### Where the registers sit

The bar under the picture is 20 um long.
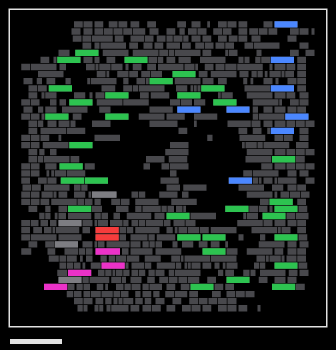
### Cells by drive strength

The bar under the picture is 20 um long.
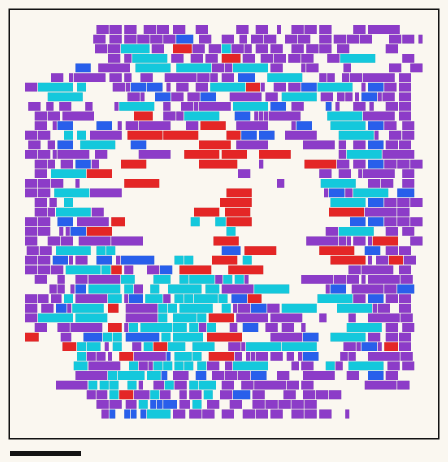
### Layout detail

Window x 76 to 106, y 15 to 45 um. Cells in gray, sequential cells in the stronger gray; small squares are vias.
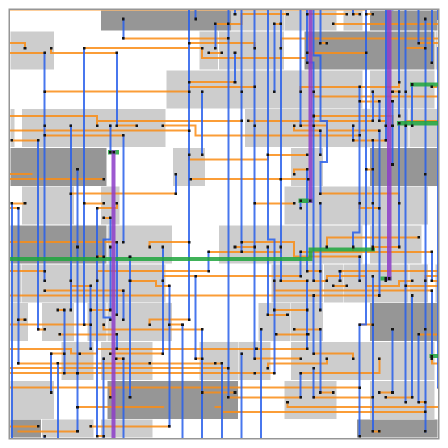
File: config.mk
export PLATFORM = sky130hd
export DESIGN_NAME = sb_read_arbiter_flat
export DESIGN_NICKNAME = d
export VERILOG_FILES = /design/src/rtl/sb_read_arbiter_pkg.sv /design/src/rtl/sb_read_arbiter_if.sv /design/src/rtl/sb_read_arbiter_rr_picker.sv /design/src/rtl/sb_read_arbiter.sv /design/src/flat_wrapper.sv
export SDC_FILE = /design/constraint.sdc
export NUM_CORES = 1
export LEC_CHECK = 0
export CORE_MARGIN = 4
export CORE_UTILIZATION = 32
export CTS_CLUSTER_DIAMETER = 50
export DETAILED_ROUTE_END_ITERATION = 10
export GPL_ROUTABILITY_DRIVEN = 0
export GPL_TIMING_DRIVEN = 1
export HOLD_SLACK_MARGIN = 0.03
export PLACE_DENSITY = 0.8
export RECOVER_POWER = 25
export SLEW_MARGIN = 15
export SYNTH_ARGS = -nofsm -noshare
export SYNTH_HDL_FRONTEND = slang
export SYNTH_SLANG_ARGS = --single-unit
File: constraint.sdc
create_clock -name clk -period 1.68 [get_ports clk]
set_input_delay 0.336 -clock clk [delete_from_list [all_inputs] [get_ports clk]]
set_output_delay 0.336 -clock clk [all_outputs]
set_load 0.005 [all_outputs]
File: src/rtl/sb_read_arbiter_pkg.sv
// Shared types and helpers for the stream-buffer read arbiter:
// FSM state encoding and the cell-index to AXI ID mapping.
package sb_arb_pkg;

  typedef enum logic [0:0] {
    IDLE = 1'b0,
    ADDR = 1'b1
  } arb_state_e;

  function automatic int cell_to_id(input int id_base, input int cell_idx);
    return id_base + cell_idx;
  endfunction

endpackage

File: src/rtl/sb_read_arbiter_if.sv
// Memory-side AXI read channels (AR + R) shared by all stream-buffer cells.
interface sb_read_arbiter_if #(
  parameter int ID_WIDTH   = 4,
  parameter int ADDR_WIDTH = 32,
  parameter int DATA_WIDTH = 32
) ();

  logic                  m_arvalid;
  logic [ADDR_WIDTH-1:0] m_araddr;
  logic [7:0]            m_arlen;
  logic [ID_WIDTH-1:0]   m_arid;
  logic                  m_arready;
  logic                  m_rvalid;
  logic                  m_rlast;
  logic [DATA_WIDTH-1:0] m_rdata;
  logic [ID_WIDTH-1:0]   m_rid;
  logic                  m_rready;

  // Arbiter side issues addresses and sinks read beats.
  modport master (
    output m_arvalid, m_araddr, m_arlen, m_arid, m_rready,
    input  m_arready, m_rvalid, m_rlast, m_rdata, m_rid
  );

  modport slave (
    input  m_arvalid, m_araddr, m_arlen, m_arid, m_rready,
    output m_arready, m_rvalid, m_rlast, m_rdata, m_rid
  );

endinterface

File: src/rtl/sb_read_arbiter_rr_picker.sv
// Combinational round-robin picker: first eligible index at or after rr_ptr,
// wrapping modulo NUM_CELLS; returns one-hot grant and its index.
module rr_picker #(
  parameter int NUM_CELLS = 4,
  parameter int IDX_W     = 2
) (
  input  logic [NUM_CELLS-1:0] eligible,
  input  logic [IDX_W-1:0]     rr_ptr,
  output logic [NUM_CELLS-1:0] grant_onehot,
  output logic [IDX_W-1:0]     grant_idx,
  output logic                 grant_valid
);

  logic [IDX_W-1:0] cand_s;

  // Scan from the farthest offset down so the nearest eligible cell wins.
  always_comb begin
    cand_s      = '0;
    grant_idx   = '0;
    grant_valid = 1'b0;
    for (int off = NUM_CELLS - 1; off >= 0; off--) begin
      cand_s      = IDX_W'((int'(rr_ptr) + off) % NUM_CELLS);
      grant_idx   = eligible[cand_s] ? cand_s : grant_idx;
      grant_valid = grant_valid | eligible[cand_s];
    end
    grant_onehot = grant_valid ? (NUM_CELLS'(1'b1) << grant_idx) : '0;
  end

endmodule

File: src/rtl/sb_read_arbiter.sv
// Round-robin sharing of one AXI read address/data channel pair between
// NUM_CELLS stream-buffer cells; beats are routed back by RID.
module sb_read_arbiter
  import sb_arb_pkg::*;
#(
  parameter int NUM_CELLS  = 4,
  parameter int ID_BASE    = 0,
  parameter int ID_WIDTH   = 4,
  parameter int ADDR_WIDTH = 32,
  parameter int DATA_WIDTH = 32
) (
  input  logic                                 clk,
  input  logic                                 rst_n,
  input  logic [NUM_CELLS-1:0]                 cell_ar_valid,
  input  logic [NUM_CELLS-1:0][ADDR_WIDTH-1:0] cell_ar_addr,
  input  logic [NUM_CELLS-1:0][7:0]            cell_ar_len,
  output logic [NUM_CELLS-1:0]                 cell_ar_ready,
  output logic [NUM_CELLS-1:0]                 cell_r_valid,
  output logic                                 cell_r_last,
  output logic [DATA_WIDTH-1:0]                cell_r_data,
  sb_read_arbiter_if.master                    mem,
  output logic [NUM_CELLS-1:0]                 busy,
  output logic                                 rid_error
);

  localparam int IDX_W = (NUM_CELLS > 1) ? $clog2(NUM_CELLS) : 1;

  arb_state_e            state_r;
  logic [IDX_W-1:0]      rr_ptr_r;
  logic [IDX_W-1:0]      grant_idx_r;
  logic [NUM_CELLS-1:0]  busy_r;
  logic [ADDR_WIDTH-1:0] araddr_r;
  logic [7:0]            arlen_r;
  logic [ID_WIDTH-1:0]   arid_r;
  logic                  rid_error_r;

  logic [NUM_CELLS-1:0]  eligible_s;
  logic [NUM_CELLS-1:0]  pick_onehot_s;
  logic [IDX_W-1:0]      pick_idx_s;
  logic                  pick_valid_s;
  logic                  ar_hs_s;
  logic [NUM_CELLS-1:0]  ar_set_s;
  logic [NUM_CELLS-1:0]  id_match_s;
  logic [NUM_CELLS-1:0]  beat_s;
  logic [NUM_CELLS-1:0]  rlast_clr_s;
  logic                  beat_hit_s;

  // A cell with a burst in flight (including one retiring this cycle) cannot request.
  assign eligible_s = cell_ar_valid & ~busy_r;

  rr_picker #(
    .NUM_CELLS (NUM_CELLS),
    .IDX_W     (IDX_W)
  ) u_picker (
    .eligible     (eligible_s),
    .rr_ptr       (rr_ptr_r),
    .grant_onehot (pick_onehot_s),
    .grant_idx    (pick_idx_s),
    .grant_valid  (pick_valid_s)
  );

  // Address handshake decode; the ready pulse goes to the latched grantee.
  always_comb begin
    ar_hs_s  = (state_r == ADDR) && mem.m_arready;
    ar_set_s = '0;
    if (ar_hs_s) begin
      ar_set_s = NUM_CELLS'(1'b1) << grant_idx_r;
    end else begin
      ar_set_s = '0;
    end
  end

  // RID decode: a beat only belongs to a cell that actually has a burst open.
  always_comb begin
    id_match_s = '0;
    for (int k = 0; k < NUM_CELLS; k++) begin
      id_match_s[k] = (mem.m_rid == ID_WIDTH'(cell_to_id(ID_BASE, k)));
    end
    beat_s      = {NUM_CELLS{mem.m_rvalid}} & id_match_s & busy_r;
    beat_hit_s  = |beat_s;
    rlast_clr_s = beat_s & {NUM_CELLS{mem.m_rlast}};
  end

  // Address FSM, busy tracking and sticky RID error.
  always_ff @(posedge clk or negedge rst_n) begin
    if (!rst_n) begin
      state_r     <= IDLE;
      rr_ptr_r    <= '0;
      grant_idx_r <= '0;
      busy_r      <= '0;
      araddr_r    <= '0;
      arlen_r     <= 8'd0;
      arid_r      <= '0;
      rid_error_r <= 1'b0;
    end else begin
      case (state_r)
        IDLE: begin
          if (pick_valid_s) begin
            araddr_r    <= cell_ar_addr[pick_idx_s];
            arlen_r     <= cell_ar_len[pick_idx_s];
            arid_r      <= ID_WIDTH'(cell_to_id(ID_BASE, int'(pick_idx_s)));
            grant_idx_r <= pick_idx_s;
            state_r     <= ADDR;
          end else begin
            state_r     <= IDLE;
          end
        end
        ADDR: begin
          if (mem.m_arready) begin
            rr_ptr_r <= (grant_idx_r == IDX_W'(NUM_CELLS - 1)) ? '0
                                                               : grant_idx_r + IDX_W'(1);
            state_r  <= IDLE;
          end else begin
            state_r  <= ADDR;
          end
        end
        default: begin
          state_r <= IDLE;
        end
      endcase
      busy_r      <= (busy_r & ~rlast_clr_s) | ar_set_s;
      rid_error_r <= rid_error_r | (mem.m_rvalid & ~beat_hit_s);
    end
  end

  assign mem.m_arvalid = (state_r == ADDR);
  assign mem.m_araddr  = araddr_r;
  assign mem.m_arlen   = arlen_r;
  assign mem.m_arid    = arid_r;
  assign mem.m_rready  = 1'b1;

  assign cell_ar_ready = ar_set_s;
  assign cell_r_valid  = beat_s;
  assign cell_r_last   = mem.m_rlast;
  assign cell_r_data   = mem.m_rdata;
  assign busy          = busy_r;
  assign rid_error     = rid_error_r;

endmodule

File: src/flat_wrapper.sv
// flat-port wrapper written by rule: the top's interface ports become plain ports
module sb_read_arbiter_flat import sb_arb_pkg::*;
#(
  parameter int NUM_CELLS  = 4,
  parameter int ID_BASE    = 0,
  parameter int ID_WIDTH   = 4,
  parameter int ADDR_WIDTH = 32,
  parameter int DATA_WIDTH = 32
)
  (clk, rst_n, cell_ar_valid, cell_ar_addr, cell_ar_len, cell_ar_ready, cell_r_valid, cell_r_last, cell_r_data, busy, rid_error, mem_m_arvalid, mem_m_araddr, mem_m_arlen, mem_m_arid, mem_m_rready, mem_m_arready, mem_m_rvalid, mem_m_rlast, mem_m_rdata, mem_m_rid);
  sb_read_arbiter_if #(.ID_WIDTH(ID_WIDTH), .ADDR_WIDTH(ADDR_WIDTH), .DATA_WIDTH(DATA_WIDTH)) mem_i ();
  input  logic clk;
  input  logic rst_n;
  input  logic [NUM_CELLS-1:0] cell_ar_valid;
  input  logic [NUM_CELLS-1:0][ADDR_WIDTH-1:0] cell_ar_addr;
  input  logic [NUM_CELLS-1:0][7:0] cell_ar_len;
  output logic [NUM_CELLS-1:0] cell_ar_ready;
  output logic [NUM_CELLS-1:0] cell_r_valid;
  output logic cell_r_last;
  output logic [DATA_WIDTH-1:0] cell_r_data;
  output logic [NUM_CELLS-1:0] busy;
  output logic rid_error;
  output wire logic [$bits(mem_i.m_arvalid)-1:0] mem_m_arvalid;
  output wire logic [$bits(mem_i.m_araddr)-1:0] mem_m_araddr;
  output wire logic [$bits(mem_i.m_arlen)-1:0] mem_m_arlen;
  output wire logic [$bits(mem_i.m_arid)-1:0] mem_m_arid;
  output wire logic [$bits(mem_i.m_rready)-1:0] mem_m_rready;
  input wire logic [$bits(mem_i.m_arready)-1:0] mem_m_arready;
  input wire logic [$bits(mem_i.m_rvalid)-1:0] mem_m_rvalid;
  input wire logic [$bits(mem_i.m_rlast)-1:0] mem_m_rlast;
  input wire logic [$bits(mem_i.m_rdata)-1:0] mem_m_rdata;
  input wire logic [$bits(mem_i.m_rid)-1:0] mem_m_rid;
  assign mem_m_arvalid = mem_i.m_arvalid;
  assign mem_m_araddr = mem_i.m_araddr;
  assign mem_m_arlen = mem_i.m_arlen;
  assign mem_m_arid = mem_i.m_arid;
  assign mem_m_rready = mem_i.m_rready;
  assign mem_i.m_arready = mem_m_arready;
  assign mem_i.m_rvalid = mem_m_rvalid;
  assign mem_i.m_rlast = mem_m_rlast;
  assign mem_i.m_rdata = mem_m_rdata;
  assign mem_i.m_rid = mem_m_rid;
  sb_read_arbiter #(.NUM_CELLS(NUM_CELLS), .ID_BASE(ID_BASE), .ID_WIDTH(ID_WIDTH), .ADDR_WIDTH(ADDR_WIDTH), .DATA_WIDTH(DATA_WIDTH)) u_core (.clk(clk), .rst_n(rst_n), .cell_ar_valid(cell_ar_valid), .cell_ar_addr(cell_ar_addr), .cell_ar_len(cell_ar_len), .cell_ar_ready(cell_ar_ready), .cell_r_valid(cell_r_valid), .cell_r_last(cell_r_last), .cell_r_data(cell_r_data), .mem(mem_i), .busy(busy), .rid_error(rid_error));
endmodule
==> results.json <==
{
  "ys_seq_share_pct": 30.6,
  "power_density_nw_per_um2": 1670,
  "ant_nets": 0,
  "cts-root-buf": "clkbuf_16",
  "setup_viol": 42,
  "path_cells": "and3b_2 -> o311ai_4 -> nand2_4 -> buf_12 -> buf_16 -> a2111oi_4 -> a211oi_2",
  "endpoint_kind": "flop",
  "fin_nets": 847,
  "required_ns": 1.84,
  "grt_max_degree": 31,
  "die_y_um": 121,
  "holdCritPathClass": "input port to async pin",
  "clk_latency_ns": 0.29,
  "failed_checks": "setup timing",
  "nClkBuffers": 7,
  "yosysWarnings": 0,
  "crit_buf_inv": 2,
  "r2r-end": "u_core.mem.m_araddr[31]",
  "clkCellAreaFrac_pct": 2.01,
  "core_area_um2": 12600,
  "crit_family": "AND-OR/OR-AND gates",
  "dr_wl_met2_um": 9010,
  "max_freq_mhz": 480,
  "yosysCellCount": 377,
  "grt_overflow": 0,
  "post-route-period-util_pct": 124,
  "num-multi-input-gates": 255,
  "synthToLayoutAreaGrowth_pct": 97.6,
  "ys_sh_xor_pct": 0,
  "seq_cell_count": 50,
  "dr.pass1.iters": 4,
  "hold_violations": 0,
  "clockBufferDepth": 2,
  "nFillCells": 910,
  "m1WireLength_um": 6480,
  "r2r_start": "u_core.busy[0]",
  "edf_count": 0,
  "insertedDiodeCount": 0,
  "arrival_ns": 2.24,
  "ff_type": "dfrtp_1",
  "synth_flops": 50,
  "avgRoutedWirePerCell_um": 21.4,
  "io_buffers": 229,
  "status": "finished, violations left",
  "grt_pass1_vias": 4816,
  "met1_usage_pct": 24.7,
  "ys_top_logic_family": "AND-OR/OR-AND gates",
  "chip_area_um2": 14700,
  "ys_types": 41,
  "setup_ws_ns": -0.402,
  "finalWirelength_um": 17300,
  "io-pin-count": 297,
  "nonClkBufAreaFrac_pct": 41.8,
  "grt_use_met2_pct": 41.6,
  "postSynthCellCount": 377,
  "antenna_found_initial": 0,
  "cts_htree_levels": 2,
  "yosys-stat-area_um2": 4100,
  "warning_count": 32,
  "grt_usage_pct": 22.7,
  "critPathMaxStageDelay_ns": 0.41,
  "cp_max_fo": 8,
  "synth.cellmix.simpleShare_pct": 15.0,
  "via_count": 4213,
  "reg2reg_depth": 7,
  "clkTransAtPathRegs_ns": 0.07
}
Back to the opening pictures, 'Where the registers sit':
green -> u_core.mem.m_araddr  # sequential cells 32
red -> u_core.rr_ptr_r  # sequential cells 2
blue -> u_core.mem.m_arlen  # sequential cells 8
magenta -> u_core.busy  # sequential cells 4, where lower left
not colored = 4
sequential share of cell area: 15.5%
P_seq: 2220 uW
Flop area: 1250 um^2
final core utilization: 64.4%

Back to the opening pictures, 'Cells by drive strength':
cyan -> _3 and _4 cells  # cells 123, share 19%
blue -> _2 cells  # cells 64, share 10%
purple -> _0 and _1 cells  # cells 405, share 63%
red -> _6 and larger  # cells 47, share 7.4%
Non-CTS buffers: 323
final instance area: 8090 um^2
final setup margin: -0.402 ns

Back to the opening pictures, 'Layout detail':
orange -> metal 1
blue -> metal 2
green -> metal 3
purple -> metal 4
sequential cells in the window = 8
most frequent = clkdlybuf4s50_1 (9), dfrtp_1 (8)
netlist names of flops here include = u_core.mem.m_araddr (8)
cells with their middle in the window = 46

synthesized netlist by cell type (2+ instances only):
cell | instances | share of area (%)
dfrtp_1 | 50 | 31
and3_1 | 46 | 7.0
buf_4 | 44 | 8.1
a211oi_2 | 40 | 12
mux2i_1 | 40 | 9.8
nor2_1 | 40 | 3.7
a2111oi_2 | 34 | 12
clkbuf_1 | 13 | 1.2
nand2_1 | 8 | 0.73
buf_2 | 6 | 0.73
a2111oi_4 | 5 | 3.4
a21o_1 | 5 | 0.92
buf_6 | 4 | 1.1
ha_1 | 4 | 1.2
nand2b_1 | 4 | 0.61
buf_1 | 3 | 0.27
inv_1 | 3 | 0.27
and3b_1 | 2 | 0.43
conb_1 | 2 | 0.18
nor2b_1 | 2 | 0.31
nor3b_1 | 2 | 0.37
how the worst max path moves through the flow:
| stage | from | to | slack (ns) | cells after the start |
|---|---|---|---|---|
| after floorplan | u_core.busy[0] | u_core.mem.m_araddr[0] | -0.15 | 6 |
| final | u_core.busy[0] | u_core.mem.m_araddr[31] | -0.40 | 7 |
| after global routing | u_core.busy[0] | u_core.mem.m_araddr[31] | -0.46 | 8 |
| after detailed placement | cell_ar_valid[2] | u_core.mem.m_araddr[18] | -0.85 | 8 |
| after CTS | u_core.busy[0] | u_core.mem.m_araddr[9] | -0.32 | 8 |
| after global placement | cell_ar_valid[2] | u_core.mem.m_araddr[17] | -0.79 | 8 |
per-stage QoR:
| stage | setup TNS [ns] | area [um^2] | power [uW] | worst slack [ns] | std cells |
|---|---|---|---|---|---|
| 2_1_floorplan | -5.70 | 4160 | 6250 | -0.154 | 378 |
| 3_3_place_gp | -35.21 | 6780 | 9410 | -0.795 | 765 |
| 3_5_place_dp | -37.66 | 6780 | 9630 | -0.848 | 765 |
| 4_1_cts | -10.71 | 7970 | 13200 | -0.317 | 807 |
| 5_1_grt | -16.61 | 8090 | 14200 | -0.463 | 811 |
| 6_report | -13.69 | 8090 | 13500 | -0.402 | 811 |
report_power, final:
group / internal, uW / switching [uW]
Clock: 706 / 457
Combinational: 5400 / 4740
Sequential: 1800 / 418
cell usage in the layout, fill, tap and decap left out, drive strengths merged, types with 2 or more instances in the layout:
cell | synthesis | final
o21ai | 2 | 2
a2111oi | 40 | 40
nor2b | 3 | 3
nor3b | 2 | 2
nor2 | 40 | 40
clkdlybuf4s50 | 0 | 206
dlygate4sd2 | 0 | 7
nand2b | 5 | 5
ha | 4 | 4
and3b | 2 | 2
clkdlybuf4s15 | 0 | 2
mux2i | 40 | 40
conb | 2 | 3
dfrtp | 50 | 50
and3 | 46 | 46
nand2 | 9 | 9
buf | 57 | 97
clkbuf | 13 | 16
inv | 3 | 3
dlymetal6s2s | 0 | 2
a211oi | 40 | 40
a21o | 5 | 5
flip-flops by register name, indices dropped and copies added (netlist names):
signal,cells
u_core.busy,4
u_core.rr_ptr_r,2
u_core.mem.m_arvalid,1
u_core.rid_error,1
u_core.mem.m_arlen,8
u_core.grant_idx_r,2
u_core.mem.m_araddr,32
timing repair:
action,in CTS,in global routing
resized,120,44
setup buffers,26,5
hold buffers,0,0
cloned,9,1
endpoints found under the setup margin,50,54
pin swaps,65,16
Power and IR drop assume default switching activity.
